[config.mk]
export PLATFORM = sky130hd
export DESIGN_NAME = hamming_codec_pipe_flat
export DESIGN_NICKNAME = d
export VERILOG_FILES = /design/src/rtl/hamming_codec_pipe_pkg.sv /design/src/rtl/hamming_codec_pipe_if.sv /design/src/rtl/hamming_codec_pipe_core.sv /design/src/rtl/hamming_codec_pipe.sv /design/src/flat_wrapper.sv
export SDC_FILE = /design/constraint.sdc
export NUM_CORES = 1
export LEC_CHECK = 0
export CAP_MARGIN = 20
export CORE_UTILIZATION = 55
export DETAILED_ROUTE_END_ITERATION = 16
export PLACE_DENSITY = 0.83
export SLEW_MARGIN = 20
export SYNTH_ARGS = -nofsm -noshare
export SYNTH_HDL_FRONTEND = slang
export SYNTH_SLANG_ARGS = --single-unit
[constraint.sdc]
create_clock -name clk -period 5.8 [get_ports clk]
set_clock_uncertainty 0.1 [all_clocks]
set_input_delay 1.16 -clock clk [delete_from_list [all_inputs] [get_ports clk]]
set_output_delay 1.16 -clock clk [all_outputs]
set_load 0.1 [all_outputs]
[src/rtl/hamming_codec_pipe_pkg.sv]
// Package hamming_pkg: code geometry helpers and the transaction mode type
// shared by the Hamming codec pipeline, its interface users and its core.
//   par_w(data_w)        number of Hamming parity bits for data_w data bits
//   code_w(data_w, sd)   full codeword width including the optional overall bit
//   is_pow2(p)           true for parity positions (1, 2, 4, ...)
//   data_idx(p)          rank of data position p among data positions (0 = MSB)
package hamming_pkg;

  typedef enum logic {
    MODE_ENC = 1'b0,
    MODE_DEC = 1'b1
  } mode_e;

  function automatic int par_w(input int data_w);
    for (int r = 1; r < 8; r++) begin
      if ((1 << r) >= data_w + r + 1) return r;
    end
    return 7;
  endfunction

  function automatic int code_w(input int data_w, input int secded);
    return data_w + par_w(data_w) + secded;
  endfunction

  function automatic bit is_pow2(input int p);
    return (p > 0) && ((p & (p - 1)) == 0);
  endfunction

  // Data bits fill the non-power-of-two positions in ascending order,
  // MSB first, so the rank of a position is the count of data positions below it.
  function automatic int data_idx(input int p);
    int n;
    n = 0;
    for (int q = 1; q < p; q++) begin
      if (!is_pow2(q)) n++;
    end
    return n;
  endfunction

endpackage

[src/rtl/hamming_codec_pipe_if.sv]
// Stream interface of the Hamming codec pipeline: input side (valid/ready,
// mode, word) and output side (valid/ready, word, mode, correction flags).
//   master: producer/consumer view (drives inputs and out_ready)
//   slave : codec view (drives in_ready and all out_* results)
interface hamming_codec_pipe_if #(
  parameter int CODE_W = 13
);
  logic              in_valid;
  logic              in_ready;
  logic              in_mode;
  logic [CODE_W-1:0] in_word;
  logic              out_valid;
  logic              out_ready;
  logic [CODE_W-1:0] out_word;
  logic              out_mode;
  logic              out_corr;
  logic              out_uncorr;

  modport master (
    output in_valid, in_mode, in_word, out_ready,
    input  in_ready, out_valid, out_word, out_mode, out_corr, out_uncorr
  );

  modport slave (
    input  in_valid, in_mode, in_word, out_ready,
    output in_ready, out_valid, out_word, out_mode, out_corr, out_uncorr
  );
endinterface

[src/rtl/hamming_codec_pipe_core.sv]
// hamming_core: combinational datapath of the codec, split across the two
// pipeline stages.
//   Front half (before S1): rawMode/rawWord -> stageWord (codeword with parity
//     slots zero for encode, received word for decode), stageSyn, stageG.
//   Back half (before S2): s1Mode/s1Word/s1Syn/s1G -> resWord, resCorr, resUncorr.
// Encode reuses the syndrome unit: with parity slots cleared, the syndrome of
// the spread data word equals the parity bits that must be inserted.
module hamming_core
  import hamming_pkg::*;
#(
  parameter  int DATA_W = 8,
  parameter  int SECDED = 1,
  localparam int PAR_W  = par_w(DATA_W),
  localparam int CODE_W = code_w(DATA_W, SECDED)
) (
  input  logic              rawMode,
  input  logic [CODE_W-1:0] rawWord,
  output logic [CODE_W-1:0] stageWord,
  output logic [PAR_W-1:0]  stageSyn,
  output logic              stageG,
  input  logic              s1Mode,
  input  logic [CODE_W-1:0] s1Word,
  input  logic [PAR_W-1:0]  s1Syn,
  input  logic              s1G,
  output logic [CODE_W-1:0] resWord,
  output logic              resCorr,
  output logic              resUncorr
);
  localparam int N = DATA_W + PAR_W;

  logic [CODE_W-1:0] fixedWord;
  logic [DATA_W-1:0] dataOut;
  logic              synInRange;

  always_comb begin
    stageWord = '0;
    stageSyn  = '0;
    if (mode_e'(rawMode) == MODE_DEC) begin
      stageWord = rawWord;
    end else begin
      for (int p = 1; p <= N; p++) begin
        if (!is_pow2(p)) stageWord[CODE_W-p] = rawWord[DATA_W-1-data_idx(p)];
      end
    end
    for (int p = 1; p <= N; p++) begin
      if (stageWord[CODE_W-p]) stageSyn = stageSyn ^ PAR_W'(p);
    end
    stageG = ^stageWord;
  end

  always_comb begin
    resWord    = '0;
    resCorr    = 1'b0;
    resUncorr  = 1'b0;
    fixedWord  = s1Word;
    dataOut    = '0;
    synInRange = (s1Syn != '0) && (int'(s1Syn) <= N);
    if (mode_e'(s1Mode) == MODE_ENC) begin
      resWord = s1Word;
      for (int k = 0; k < PAR_W; k++) resWord[CODE_W-(1<<k)] = s1Syn[k];
      // Overall bit covers data and parity: data parity is s1G, parity-bit parity is ^s1Syn.
      if (SECDED != 0) resWord[0] = s1G ^ (^s1Syn);
    end else begin
      if (SECDED == 0) begin
        if (s1Syn != '0) begin
          resCorr   = synInRange;
          resUncorr = !synInRange;
        end
      end else begin
        if (s1G) begin
          if (s1Syn == '0) begin
            fixedWord[0] = ~fixedWord[0];
            resCorr      = 1'b1;
          end else begin
            resCorr   = synInRange;
            resUncorr = !synInRange;
          end
        end else if (s1Syn != '0) begin
          resUncorr = 1'b1;
        end
      end
      if (resCorr) begin
        for (int p = 1; p <= N; p++) begin
          if (int'(s1Syn) == p) fixedWord[CODE_W-p] = ~fixedWord[CODE_W-p];
        end
      end
      for (int p = 1; p <= N; p++) begin
        if (!is_pow2(p)) dataOut[DATA_W-1-data_idx(p)] = fixedWord[CODE_W-p];
      end
      resWord = CODE_W'(dataOut);
    end
  end

endmodule

[src/rtl/hamming_codec_pipe.sv]
// hamming_codec_pipe: two-stage pipelined Hamming encoder/decoder with
// valid/ready on both sides and saturating correction statistics.
//   clk, rst      single clock, synchronous active-high reset
//   bus (slave)   in_valid/in_ready/in_mode/in_word, out_valid/out_ready/
//                 out_word/out_mode/out_corr/out_uncorr
//   cnt_clear     synchronous clear of both counters (wins over increment)
//   cnt_corr      corrected results delivered, saturating
//   cnt_uncorr    uncorrectable results delivered, saturating
// S1 holds the input word with its syndrome and parity; S2 holds the final
// result. in_ready looks at out_ready combinationally so a full pipeline
// keeps streaming one word per cycle.
module hamming_codec_pipe
  import hamming_pkg::*;
#(
  parameter int DATA_W = 8,
  parameter int SECDED = 1,
  parameter int CNT_W  = 16
) (
  input  logic                clk,
  input  logic                rst,
  hamming_codec_pipe_if.slave bus,
  input  logic                cnt_clear,
  output logic [CNT_W-1:0]    cnt_corr,
  output logic [CNT_W-1:0]    cnt_uncorr
);
  localparam int PAR_W  = par_w(DATA_W);
  localparam int CODE_W = code_w(DATA_W, SECDED);

  logic              s1Valid, s1Mode, s1G;
  logic [CODE_W-1:0] s1Word;
  logic [PAR_W-1:0]  s1Syn;
  logic [CODE_W-1:0] stageWord;
  logic [PAR_W-1:0]  stageSyn;
  logic              stageG;
  logic [CODE_W-1:0] resWord;
  logic              resCorr, resUncorr;
  logic              s2Valid, s2Mode, s2Corr, s2Uncorr;
  logic [CODE_W-1:0] s2Word;
  logic              s2Load, s1Advance, inReady, inXfer, outXfer;

  assign s2Load    = !s2Valid || bus.out_ready;
  assign s1Advance = s1Valid && s2Load;
  assign inReady   = !s1Valid || s1Advance;
  assign inXfer    = bus.in_valid && inReady;
  assign outXfer   = s2Valid && bus.out_ready;

  assign bus.in_ready   = inReady;
  assign bus.out_valid  = s2Valid;
  assign bus.out_word   = s2Word;
  assign bus.out_mode   = s2Mode;
  assign bus.out_corr   = s2Corr;
  assign bus.out_uncorr = s2Uncorr;

  hamming_core #(
    .DATA_W (DATA_W),
    .SECDED (SECDED)
  ) uCore (
    .rawMode   (bus.in_mode),
    .rawWord   (bus.in_word),
    .stageWord (stageWord),
    .stageSyn  (stageSyn),
    .stageG    (stageG),
    .s1Mode    (s1Mode),
    .s1Word    (s1Word),
    .s1Syn     (s1Syn),
    .s1G       (s1G),
    .resWord   (resWord),
    .resCorr   (resCorr),
    .resUncorr (resUncorr)
  );

  always_ff @(posedge clk) begin
    if (rst) begin
      s1Valid <= 1'b0;
      s1Mode  <= 1'b0;
      s1Word  <= '0;
      s1Syn   <= '0;
      s1G     <= 1'b0;
    end else if (inXfer) begin
      s1Valid <= 1'b1;
      s1Mode  <= bus.in_mode;
      s1Word  <= stageWord;
      s1Syn   <= stageSyn;
      s1G     <= stageG;
    end else if (s1Advance) begin
      s1Valid <= 1'b0;
    end
  end

  always_ff @(posedge clk) begin
    if (rst) begin
      s2Valid  <= 1'b0;
      s2Mode   <= 1'b0;
      s2Word   <= '0;
      s2Corr   <= 1'b0;
      s2Uncorr <= 1'b0;
    end else if (s2Load) begin
      s2Valid <= s1Valid;
      if (s1Valid) begin
        s2Mode   <= s1Mode;
        s2Word   <= resWord;
        s2Corr   <= resCorr;
        s2Uncorr <= resUncorr;
      end
    end
  end

  always_ff @(posedge clk) begin
    if (rst || cnt_clear) begin
      cnt_corr   <= '0;
      cnt_uncorr <= '0;
    end else begin
      if (outXfer && s2Corr && (cnt_corr != '1)) cnt_corr <= cnt_corr + 1'b1;
      if (outXfer && s2Uncorr && (cnt_uncorr != '1)) cnt_uncorr <= cnt_uncorr + 1'b1;
    end
  end

endmodule

[src/flat_wrapper.sv]
// flat-port wrapper written by rule: the top's interface ports become plain ports
module hamming_codec_pipe_flat import hamming_pkg::*;
#(
  parameter int DATA_W = 8,
  parameter int SECDED = 1,
  parameter int CNT_W  = 16
)
  (clk, rst, cnt_clear, cnt_corr, cnt_uncorr, bus_in_valid, bus_in_mode, bus_in_word, bus_out_ready, bus_in_ready, bus_out_valid, bus_out_word, bus_out_mode, bus_out_corr, bus_out_uncorr);
  hamming_codec_pipe_if #(.CODE_W(13)) bus_i ();
  input  logic clk;
  input  logic rst;
  input  logic cnt_clear;
  output logic [CNT_W-1:0] cnt_corr;
  output logic [CNT_W-1:0] cnt_uncorr;
  input wire logic [$bits(bus_i.in_valid)-1:0] bus_in_valid;
  input wire logic [$bits(bus_i.in_mode)-1:0] bus_in_mode;
  input wire logic [$bits(bus_i.in_word)-1:0] bus_in_word;
  input wire logic [$bits(bus_i.out_ready)-1:0] bus_out_ready;
  output wire logic [$bits(bus_i.in_ready)-1:0] bus_in_ready;
  output wire logic [$bits(bus_i.out_valid)-1:0] bus_out_valid;
  output wire logic [$bits(bus_i.out_word)-1:0] bus_out_word;
  output wire logic [$bits(bus_i.out_mode)-1:0] bus_out_mode;
  output wire logic [$bits(bus_i.out_corr)-1:0] bus_out_corr;
  output wire logic [$bits(bus_i.out_uncorr)-1:0] bus_out_uncorr;
  assign bus_i.in_valid = bus_in_valid;
  assign bus_i.in_mode = bus_in_mode;
  assign bus_i.in_word = bus_in_word;
  assign bus_i.out_ready = bus_out_ready;
  assign bus_in_ready = bus_i.in_ready;
  assign bus_out_valid = bus_i.out_valid;
  assign bus_out_word = bus_i.out_word;
  assign bus_out_mode = bus_i.out_mode;
  assign bus_out_corr = bus_i.out_corr;
  assign bus_out_uncorr = bus_i.out_uncorr;
  hamming_codec_pipe #(.DATA_W(DATA_W), .SECDED(SECDED), .CNT_W(CNT_W)) u_core (.clk(clk), .rst(rst), .bus(bus_i), .cnt_clear(cnt_clear), .cnt_corr(cnt_corr), .cnt_uncorr(cnt_uncorr));
endmodule
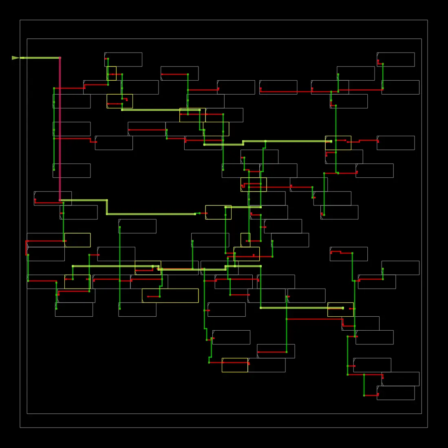
final_clocks.png
CTS Buf Count: 9
worst skew pair latency: 0.34 ns
P_clk: 389 uW
layout clock buffer count: 12
clock sink count: 64

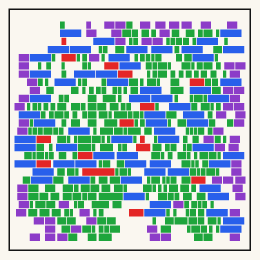
cell_classes.png
Scale: 3 px per um.
- flip-flops: blue (cells 64)
- clock drivers and dummy loads: red (cells 15)
- other buffers and delay cells: purple (cells 68)
- all other logic: green (cells 307)

==> results.yml <==
# generated from flow reports
synth:
  synth_chip_area_um2: 3330
  ff_type: "dfxtp_1"
  ys_ff: 64
  ys_types: 38
  fp_nets: 423
  syn_area_um2: 3330
  postSynthSeqShare_pct: 38.5
  synth-warning-count: 0
  netlist_instances: 394
  ys_cells: 394
  synth_area_per_cell_um2: 8.46
  synth-async-reset-ratio_pct: 0
  synth-edff-count: 0
floorplanning:
  die_w_um: 79.8
  rows: 27
  core_area_um2: 5680
  die_h_um: 79.8
  die_area_um2: 6370
  core_util_floorplan_pct: 58.7
worst_setup_path:
  arrival_ns: 3.03
  cp-end-kind: "output port"
  rrSetupSlack_ns: 3.42
  worstSetupPathType: "input port to output port"
  slowest_delay_ns: 1.13
  critPathMaxFanout: 5
  crit_chain: "clkdlybuf4s50_1, nor2b_1, nand2_1, clkdlybuf4s50_1"
  slowest_stage: "clkdlybuf4s50_1"
  crit_top_cell: "clkdlybuf4s50_1"
  critPathLaunchType: "input port"
  r2r_start: "u_core.cnt_corr[0]$_SDFFE_PP0P_"
  crit_required_ns: 4.54
  r2r-end: "u_core.cnt_corr[14]$_SDFFE_PP0P_"
  reg2reg_depth: 6
drt:
  drc: 0
  first_pass_iters: 4
  route.vias.total: 2906
  drt_iter0_markers: 125
  ant_nets: 0
  wl_per_cell_um: 13.9
  wirelength_um: 7330
  viasPerCell: 5.52
global_route:
  grt_pass1_wl_um: 12100
  grt_use_total_pct: 24.4
  antenna_found_initial: 0
  grt_max_degree: 34
  grt_overflow: 0
  grt_pass1_vias: 2670
final_timing:
  setup_viol: 0
  clock.fmax_mhz: 233
  fin_crit_ns: 4.29
  finalSetupTns_ns: 0
  slew_headroom_pct: 32.6
  final-hold-violation-count: 0
  period_used_pct: 74.0
  finalMaxSlewViolations: 0
  rsz0062_at_grt: "no"
  whs_ns: 0.363
  worst_slew_pin_slew_ns: 1.01
pwr:
  ir_drop_mv: 0.255
  p_leak_nw: 1.46
  power_density_nw_per_um2: 249
clocking:
  path_clk_slew_ns: 0.06
  root_buffer: "clkbuf_8"
  htreeDepth: 3
  post_cts_buffers: 0
  clock_path_buffers: 2
  cts_resized: 0
  tritoncts: "done"
  ctsHoldBuffers: 0
hold_path:
  min_from: "u_core.bus.out_word[10]$_SDFFE_PP0P_"
  holdPathEnd: "u_core.bus.out_word[10]$_SDFFE_PP0P_"
  hp-class: "flop to flop"
  whs_path_depth: 2
job:
  warnings: 32
  drv_cap: 0
layout:
  num-fill-cells: 453
  antenna_cells: 0
  synthToLayoutAreaGrowth_pct: 25.9
  instances_no_fill: 526
  final_cell_mix: "69 x nor2_1, 67 x clkdlybuf4s50_1, 64 x dfxtp_1, 34 x a21oi_1, 30 x xnor2_1"
  layout.nets: 479
  final_common_cell: "nor2_1"
  final_layout_size_suffix_gt1_share_pct: 4.85
placement:
  dp_hpwl_um: 5090
  gp_congestion: 0.846
  dp.cells: 511
run_status:
  status: "finished, final reports clean"
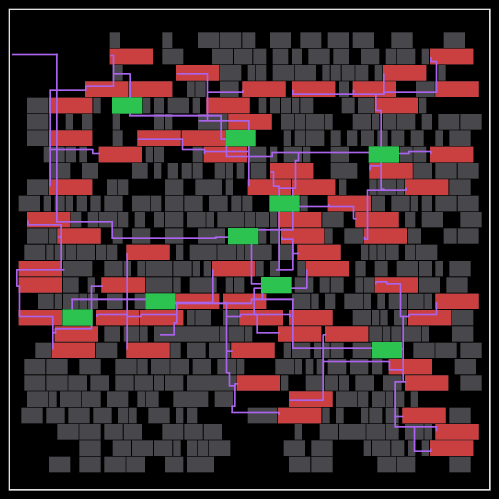
clock_map.png
Scale: 6 px per um.
- flip-flops: red (count 64)
- cells driving clock nets: green (count 9)
- clock wires: purple (length 730 um)
- routed clock nets: 10

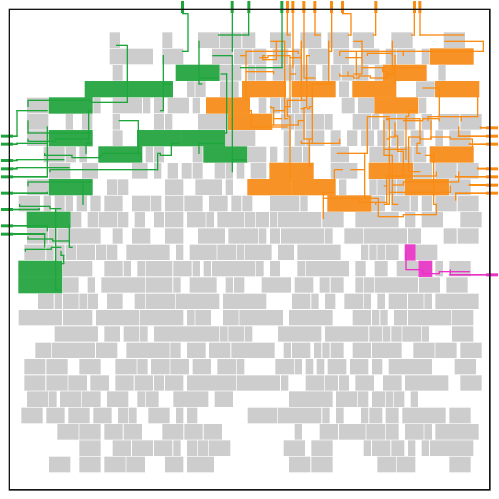
port_nets.png
Scale: 6 px per um.
- bus_in_valid: magenta (bits 1; direction input; end cells 2; buffers 1; wire 21.7 um)
- cnt_corr: orange (bits 16; direction output; end cells 16; buffers 16; wire 579 um)
- bus_out_word: green (bits 13; direction output; end cells 13; buffers 13; wire 350 um)
# IOs: 69
Port-buffer cells: 68

cell families (layout without fill, tap and decap cells):
logic type / Yosys count / in the layout / synth area share [%]
adder cells (fa/ha/maj): 10 / 10 / 3.76
flip-flops: 64 / 64 / 38.5
AND/OR/NAND/NOR: 147 / 147 / 21.0
buffers and inverters: 31 / 91 / 4.09
AND-OR/OR-AND: 73 / 73 / 13.6
multiplexers: 11 / 11 / 3.30
XOR/XNOR: 58 / 58 / 15.9
state kept, by name, indices dropped and copies added, names as in the netlist:
register and count:
u_core.bus.out_valid 1, u_core.bus.out_corr 1, u_core.s1Syn 4, u_core.cnt_uncorr 16, u_core.s1Word 8, u_core.bus.out_word 13
u_core.bus.out_mode 1, u_core.s1G 1, u_core.bus.out_uncorr 1, u_core.cnt_corr 16, u_core.s1Mode 1, u_core.s1Valid 1
worst max-delay path: cells and delay by family:
family | cells | cell delay (ns)
buffers and inverters | 2 | 1.65
AND/OR/NAND/NOR | 2 | 0.21
cell type report:
type                            count  area, um^2  area share [%]
Inverter                            8        30.0           0.716
Timing Repair Buffer               68         676            16.1
Clock buffer                       12         165            3.94
Multi-Input combinational cell    299        1910            45.6
Tap cell                           72        90.1            2.15
Sequential cell                    64        1280            30.5
Clock inverter                      3        40.0           0.954
synthesized netlist by cell type, types with 4 or more instances:
| library cell | count | area [um^2] |
|---|---|---|
| nand2_1 | 16 | 60.1 |
| xnor2_1 | 30 | 263 |
| nand4_1 | 10 | 62.6 |
| a21oi_1 | 34 | 170 |
| and3_1 | 7 | 43.8 |
| nand3_1 | 15 | 75.1 |
| ha_1 | 10 | 125 |
| o21ai_0 | 11 | 55.1 |
| inv_1 | 8 | 30.0 |
| mux2i_1 | 11 | 110 |
| dfxtp_1 | 64 | 1280 |
| nor3_1 | 8 | 40.0 |
| nor2_1 | 69 | 259 |
| xor2_1 | 26 | 228 |
| and4_1 | 4 | 35.0 |
| clkbuf_1 | 18 | 67.6 |
| o2111ai_1 | 8 | 70.1 |
| a211oi_1 | 13 | 97.6 |
worst max path at each step:
stage / startpoint / slack, ns / to
5_1_grt: bus_out_ready / 1.41 / bus_in_ready
4_1_cts: bus_out_ready / 1.51 / bus_in_ready
3_5_place_dp: bus_out_ready / 1.52 / bus_in_ready
2_1_floorplan: bus_out_ready / 2.58 / bus_in_ready
3_3_place_gp: bus_out_ready / 1.57 / bus_in_ready
6_report: bus_out_ready / 1.51 / bus_in_ready
power by group:
part	leakage, nW	total [mW]	internal [mW]	switching [mW]
registers	0.520	0.472	0.454	0.0180
logic	0.836	0.182	0.0702	0.112
clock network	0.108	0.389	0.230	0.159
layer usage:
metal	wire length (um)	global-route usage (%)
met5	0	0
met4	72	7.14
met3	348	6.86
met2	3580	42.8
met1	3330	28.6
metrics by stage:
stage | instance area, um^2 | utilization, % | total power, mW | worst slack [ns]
after floorplan | 3330 | - | 0.618 | 2.58
after global placement | 4000 | 70.4 | 0.655 | 1.57
after detailed placement | 4000 | 70.4 | 0.661 | 1.52
after CTS | 4200 | 74.0 | 1.05 | 1.51
after global routing | 4200 | 73.9 | 1.09 | 1.41
final | 4200 | 73.9 | 1.04 | 1.51
Power is estimated from default activity; no workload was simulated.
